### config.mk
export PLATFORM = sky130hd
export DESIGN_NAME = param_fifo_buffer_flat
export DESIGN_NICKNAME = d
export VERILOG_FILES = /design/src/rtl/param_fifo_buffer_if.sv /design/src/rtl/param_fifo_buffer.sv /design/src/flat_wrapper.sv
export SDC_FILE = /design/constraint.sdc
export NUM_CORES = 1
export LEC_CHECK = 0
export CORE_MARGIN = 2
export CORE_UTILIZATION = 30
export CTS_CLUSTER_DIAMETER = 60
export DETAILED_ROUTE_END_ITERATION = 10
export SLEW_MARGIN = 20
export SYNTH_ARGS = -nofsm -noshare
export SYNTH_HDL_FRONTEND = slang
export SYNTH_SLANG_ARGS = --single-unit
### constraint.sdc
create_clock -name clk -period 3 [get_ports clk]
set_input_delay 0.45 -clock clk [delete_from_list [all_inputs] [get_ports clk]]
set_output_delay 0.45 -clock clk [all_outputs]
set_load 0.02 [all_outputs]
### src/rtl/param_fifo_buffer_if.sv
// Producer/consumer bundle for param_fifo_buffer: write, read and status signals.
// The master drives the requests, and the slave (the FIFO) drives the read data and the status.
interface param_fifo_buffer_if #(
  parameter int DATA_W = 8,
  parameter int DEPTH  = 8
);
  localparam int CNT_W = $clog2(DEPTH + 1);

  logic              flush;
  logic              wr_en;
  logic [DATA_W-1:0] wr_data;
  logic              rd_en;
  logic [DATA_W-1:0] rd_data;
  logic              rd_valid;
  logic              full;
  logic              empty;
  logic              almost_full;
  logic              almost_empty;
  logic [CNT_W-1:0]  count;
  logic              overflow;
  logic              underflow;

  // Handshake: a write is taken on an edge with wr_en high while not full (or with rd_en
  // also high); a read is taken with rd_en high while not empty, and its data appears one
  // cycle later, qualified by a one-cycle rd_valid. flush beats both requests.
  modport master (
    output flush, wr_en, wr_data, rd_en,
    input  rd_data, rd_valid, full, empty, almost_full, almost_empty, count,
           overflow, underflow
  );

  modport slave (
    input  flush, wr_en, wr_data, rd_en,
    output rd_data, rd_valid, full, empty, almost_full, almost_empty, count,
           overflow, underflow
  );
endinterface

### src/rtl/param_fifo_buffer.sv
// Parametrised single-clock FIFO with a registered read port, almost flags, flush and
// one-cycle overflow/underflow pulses.
module param_fifo_buffer #(
  parameter int DATA_W    = 8,
  parameter int DEPTH     = 8,
  parameter int AF_THRESH = DEPTH - 2,
  parameter int AE_THRESH = 2
) (
  input  logic                  clk,
  input  logic                  rst,
  param_fifo_buffer_if.slave    bus
);
  localparam int PTR_W = $clog2(DEPTH);
  localparam int CNT_W = $clog2(DEPTH + 1);

  logic [DATA_W-1:0] mem_q [DEPTH];
  logic [PTR_W-1:0]  wr_ptr_q, wr_ptr_d;
  logic [PTR_W-1:0]  rd_ptr_q, rd_ptr_d;
  logic [CNT_W-1:0]  count_q, count_d;
  logic [DATA_W-1:0] rd_data_q, rd_data_d;
  logic              rd_valid_q, rd_valid_d;
  logic              overflow_q, overflow_d;
  logic              underflow_q, underflow_d;

  logic full, empty;
  logic wr_accept, rd_accept;

  assign full  = (count_q == CNT_W'(DEPTH));
  assign empty = (count_q == '0);

  // A full FIFO still takes a write when a read frees the oldest slot on the same edge.
  assign wr_accept = bus.wr_en && (!full || bus.rd_en) && !bus.flush;
  assign rd_accept = bus.rd_en && !empty && !bus.flush;

  always_comb begin
    wr_ptr_d    = wr_ptr_q;
    rd_ptr_d    = rd_ptr_q;
    count_d     = count_q;
    rd_data_d   = rd_data_q;
    rd_valid_d  = 1'b0;
    overflow_d  = 1'b0;
    underflow_d = 1'b0;
    if (bus.flush) begin
      wr_ptr_d = '0;
      rd_ptr_d = '0;
      count_d  = '0;
    end else begin
      if (wr_accept) wr_ptr_d = wr_ptr_q + PTR_W'(1);
      if (rd_accept) begin
        rd_ptr_d   = rd_ptr_q + PTR_W'(1);
        rd_data_d  = mem_q[rd_ptr_q];
        rd_valid_d = 1'b1;
      end
      count_d     = count_q + CNT_W'(wr_accept) - CNT_W'(rd_accept);
      overflow_d  = bus.wr_en && !wr_accept;
      underflow_d = bus.rd_en && empty;
    end
  end

  always_ff @(posedge clk) begin
    if (rst) begin
      wr_ptr_q    <= '0;
      rd_ptr_q    <= '0;
      count_q     <= '0;
      rd_data_q   <= '0;
      rd_valid_q  <= 1'b0;
      overflow_q  <= 1'b0;
      underflow_q <= 1'b0;
    end else begin
      wr_ptr_q    <= wr_ptr_d;
      rd_ptr_q    <= rd_ptr_d;
      count_q     <= count_d;
      rd_data_q   <= rd_data_d;
      rd_valid_q  <= rd_valid_d;
      overflow_q  <= overflow_d;
      underflow_q <= underflow_d;
    end
  end

  // The storage array is deliberately left out of reset.
  always_ff @(posedge clk) begin
    if (!rst && wr_accept) mem_q[wr_ptr_q] <= bus.wr_data;
  end

  assign bus.rd_data      = rd_data_q;
  assign bus.rd_valid     = rd_valid_q;
  assign bus.full         = full;
  assign bus.empty        = empty;
  assign bus.almost_full  = (int'(count_q) >= AF_THRESH);
  assign bus.almost_empty = (int'(count_q) <= AE_THRESH);
  assign bus.count        = count_q;
  assign bus.overflow     = overflow_q;
  assign bus.underflow    = underflow_q;
endmodule
### src/flat_wrapper.sv
// flat-port wrapper written by rule: the top's interface ports become plain ports
module param_fifo_buffer_flat 
#(
  parameter int DATA_W    = 8,
  parameter int DEPTH     = 8,
  parameter int AF_THRESH = DEPTH - 2,
  parameter int AE_THRESH = 2
)
  (clk, rst, bus_flush, bus_wr_en, bus_wr_data, bus_rd_en, bus_rd_data, bus_rd_valid, bus_full, bus_empty, bus_almost_full, bus_almost_empty, bus_count, bus_overflow, bus_underflow);
  param_fifo_buffer_if #(.DATA_W(DATA_W), .DEPTH(DEPTH)) bus_i ();
  input  logic clk;
  input  logic rst;
  input wire logic [$bits(bus_i.flush)-1:0] bus_flush;
  input wire logic [$bits(bus_i.wr_en)-1:0] bus_wr_en;
  input wire logic [$bits(bus_i.wr_data)-1:0] bus_wr_data;
  input wire logic [$bits(bus_i.rd_en)-1:0] bus_rd_en;
  output wire logic [$bits(bus_i.rd_data)-1:0] bus_rd_data;
  output wire logic [$bits(bus_i.rd_valid)-1:0] bus_rd_valid;
  output wire logic [$bits(bus_i.full)-1:0] bus_full;
  output wire logic [$bits(bus_i.empty)-1:0] bus_empty;
  output wire logic [$bits(bus_i.almost_full)-1:0] bus_almost_full;
  output wire logic [$bits(bus_i.almost_empty)-1:0] bus_almost_empty;
  output wire logic [$bits(bus_i.count)-1:0] bus_count;
  output wire logic [$bits(bus_i.overflow)-1:0] bus_overflow;
  output wire logic [$bits(bus_i.underflow)-1:0] bus_underflow;
  assign bus_i.flush = bus_flush;
  assign bus_i.wr_en = bus_wr_en;
  assign bus_i.wr_data = bus_wr_data;
  assign bus_i.rd_en = bus_rd_en;
  assign bus_rd_data = bus_i.rd_data;
  assign bus_rd_valid = bus_i.rd_valid;
  assign bus_full = bus_i.full;
  assign bus_empty = bus_i.empty;
  assign bus_almost_full = bus_i.almost_full;
  assign bus_almost_empty = bus_i.almost_empty;
  assign bus_count = bus_i.count;
  assign bus_overflow = bus_i.overflow;
  assign bus_underflow = bus_i.underflow;
  param_fifo_buffer #(.DATA_W(DATA_W), .DEPTH(DEPTH), .AF_THRESH(AF_THRESH), .AE_THRESH(AE_THRESH)) u_core (.clk(clk), .rst(rst), .bus(bus_i));
endmodule
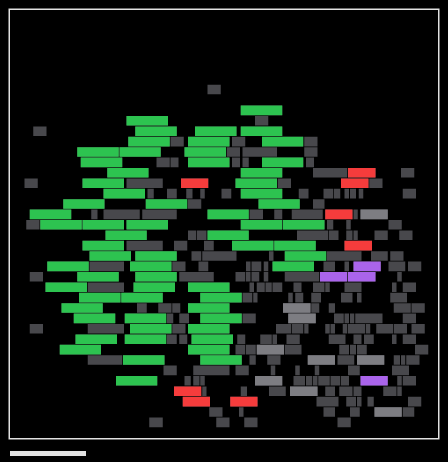
flops_by_reg.png
Scale bar: 20 um. Other sequential cells in the stronger gray, the rest of the logic in the fainter gray.
netlist name	color	flops
`u_core.bus.rd_data`	red	8
`u_core.mem_q`	green	64
`u_core.bus.count`	purple	4
not colored	9
Flop area: 2342 um^2
Seq/total area: 0.5463

==> impl_metrics.env <==
# physical design summary
export IMPL_avgRoutedWirePerCell_um=16.47
export IMPL_top_cells_by_count="edfxtp_1 (64), nor2_1 (26), dfxtp_1 (21)"
export IMPL_warning_count=30
export IMPL_ys_types=38
export IMPL_die_h_um=111.9
export IMPL_synth_area_leader_cell="edfxtp_1"
export IMPL_synth_flops=85
export IMPL_synth_area_um2=3495
export IMPL_htreeDepth=3
export IMPL_worst_path_max_delay_cell="clkdlybuf4s50_1"
export IMPL_ys_sh_simple=0.07411
export IMPL_post_place_ws_ns=0.3882
export IMPL_cts_hold_buffers_added=0
export IMPL_die_w_um=111.9
export IMPL_largest_register_ffs=64
export IMPL_ys_chip_area_um2=3495
export IMPL_met1_usage=0.1501
export IMPL_met3_length_um=336
export IMPL_p_total_mw=2.498
export IMPL_rsz0062_at_grt="false"
export IMPL_top_usage_layer="met2"
export IMPL_largest_register="u_core.mem_q"
export IMPL_hold_start="u_core.bus.rd_data[5]"
export IMPL_layout_nets=299
export IMPL_drt_iter0_markers=191
export IMPL_cp_startpoint="u_core.bus.count[2]"
export IMPL_drv_cap=0
export IMPL_fin_skew_ns=0.007418
export IMPL_ff2ff_path_depth=12
export IMPL_cts_setup_buffers=0
export IMPL_grt_pass1_vias=1999
export IMPL_clock_latency_ns=0.33
export IMPL_status="completed"
export IMPL_ys_flop_type="edfxtp_1"
export IMPL_max_clock_freq_mhz=376.1
export IMPL_path_delay_family="buffers and inverters"
export IMPL_grt_util_met2=0.1891
export IMPL_critPathMaxFanout=5
export IMPL_cts_root_buffer="clkbuf_16"
export IMPL_synth_warnings=0
export IMPL_ys_top_logic_family="multiplexers"
export IMPL_globalplace_congestion=0.7268
export IMPL_hold_depth=2
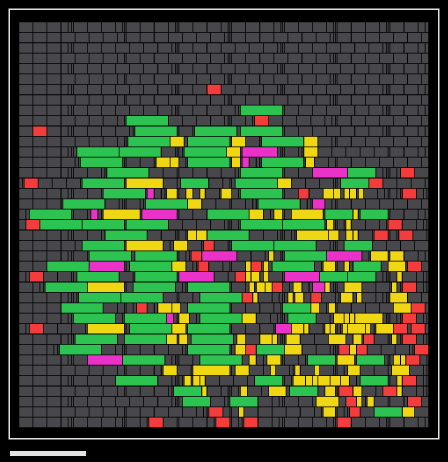
placement_by_type.png
Scale bar: 20 um. Fill, decap, tap and diode cells in gray.
class	color	cells
clock drivers and dummy loads	magenta	16
other buffers and delay cells	red	47
flops	green	85
combinational and other logic	yellow	131
Design Area, Final: 4288 um^2
post-layout util: 0.3771
FP Rows: 39
total core area: 11370 um^2

==> path summary, 6_finish.rpt <==
path | to
worst max-delay path | bus_full
worst max register to register | u_core.bus.count[2]
worst min-delay path | u_core.bus.rd_data[5]
worst min register to register | u_core.bus.rd_data[5]
==> cells in the final DEF (no fill, tap or decap), types with 2 or more instances in the layout <==
master / instances
clkinv_2: 5
nor3_1: 11
nor2_1: 26
a211oi_1: 8
ha_1: 11
xor2_1: 4
dfxtp_1: 21
mux4_2: 2
buf_4: 16
nand2b_1: 3
a21oi_1: 2
nand2_1: 5
clkdlybuf4s50_1: 31
or2_2: 2
inv_1: 8
mux2i_1: 18
mux4_1: 6
o22ai_1: 8
edfxtp_1: 64
clkbuf_16: 9
==> final cells by class <==
cell class              count  area (um^2)  share of cell area
flip-flops and latches     85         2342              0.5463
multi-input cells         122         1027              0.2396
repair buffers             47        430.4              0.1004
clock buffers               9        225.2             0.05252
well taps                 143        178.9             0.04173
clock inverters             7        48.80             0.01138
inverters                   9        35.03            0.008170
==> per-stage QoR <==
step | cell area [um^2] | std cells | utilization
global placement | 4014 | 406 | 0.3530
detailed placement | 4014 | 406 | 0.3530
global route | 4288 | 422 | 0.3771
finish | 4288 | 422 | 0.3771
CTS | 4288 | 422 | 0.3771
floorplan | 3495 | 227 | -
==> where the power goes <==
group          total (mW)  internal (mW)  switching [mW]
logic               0.201         0.0914           0.109
clock network        1.00          0.564           0.439
registers            1.29           1.28          0.0127
==> worst reg2reg max path, cell delays in order, from the launching register on <==
cell and delay (ns):
dfxtp_1 0.39, inv_1 0.12, ha_1 0.23, nor3b_2 0.18, or3b_1 0.41, clkinv_2 0.07, ha_1 0.22, inv_1 0.05
ha_1 0.15, inv_1 0.05, fa_1 0.37, xor2_1 0.18, nor2_1 0.05
No activity file was given, so power comes from the tool's default toggle rates.
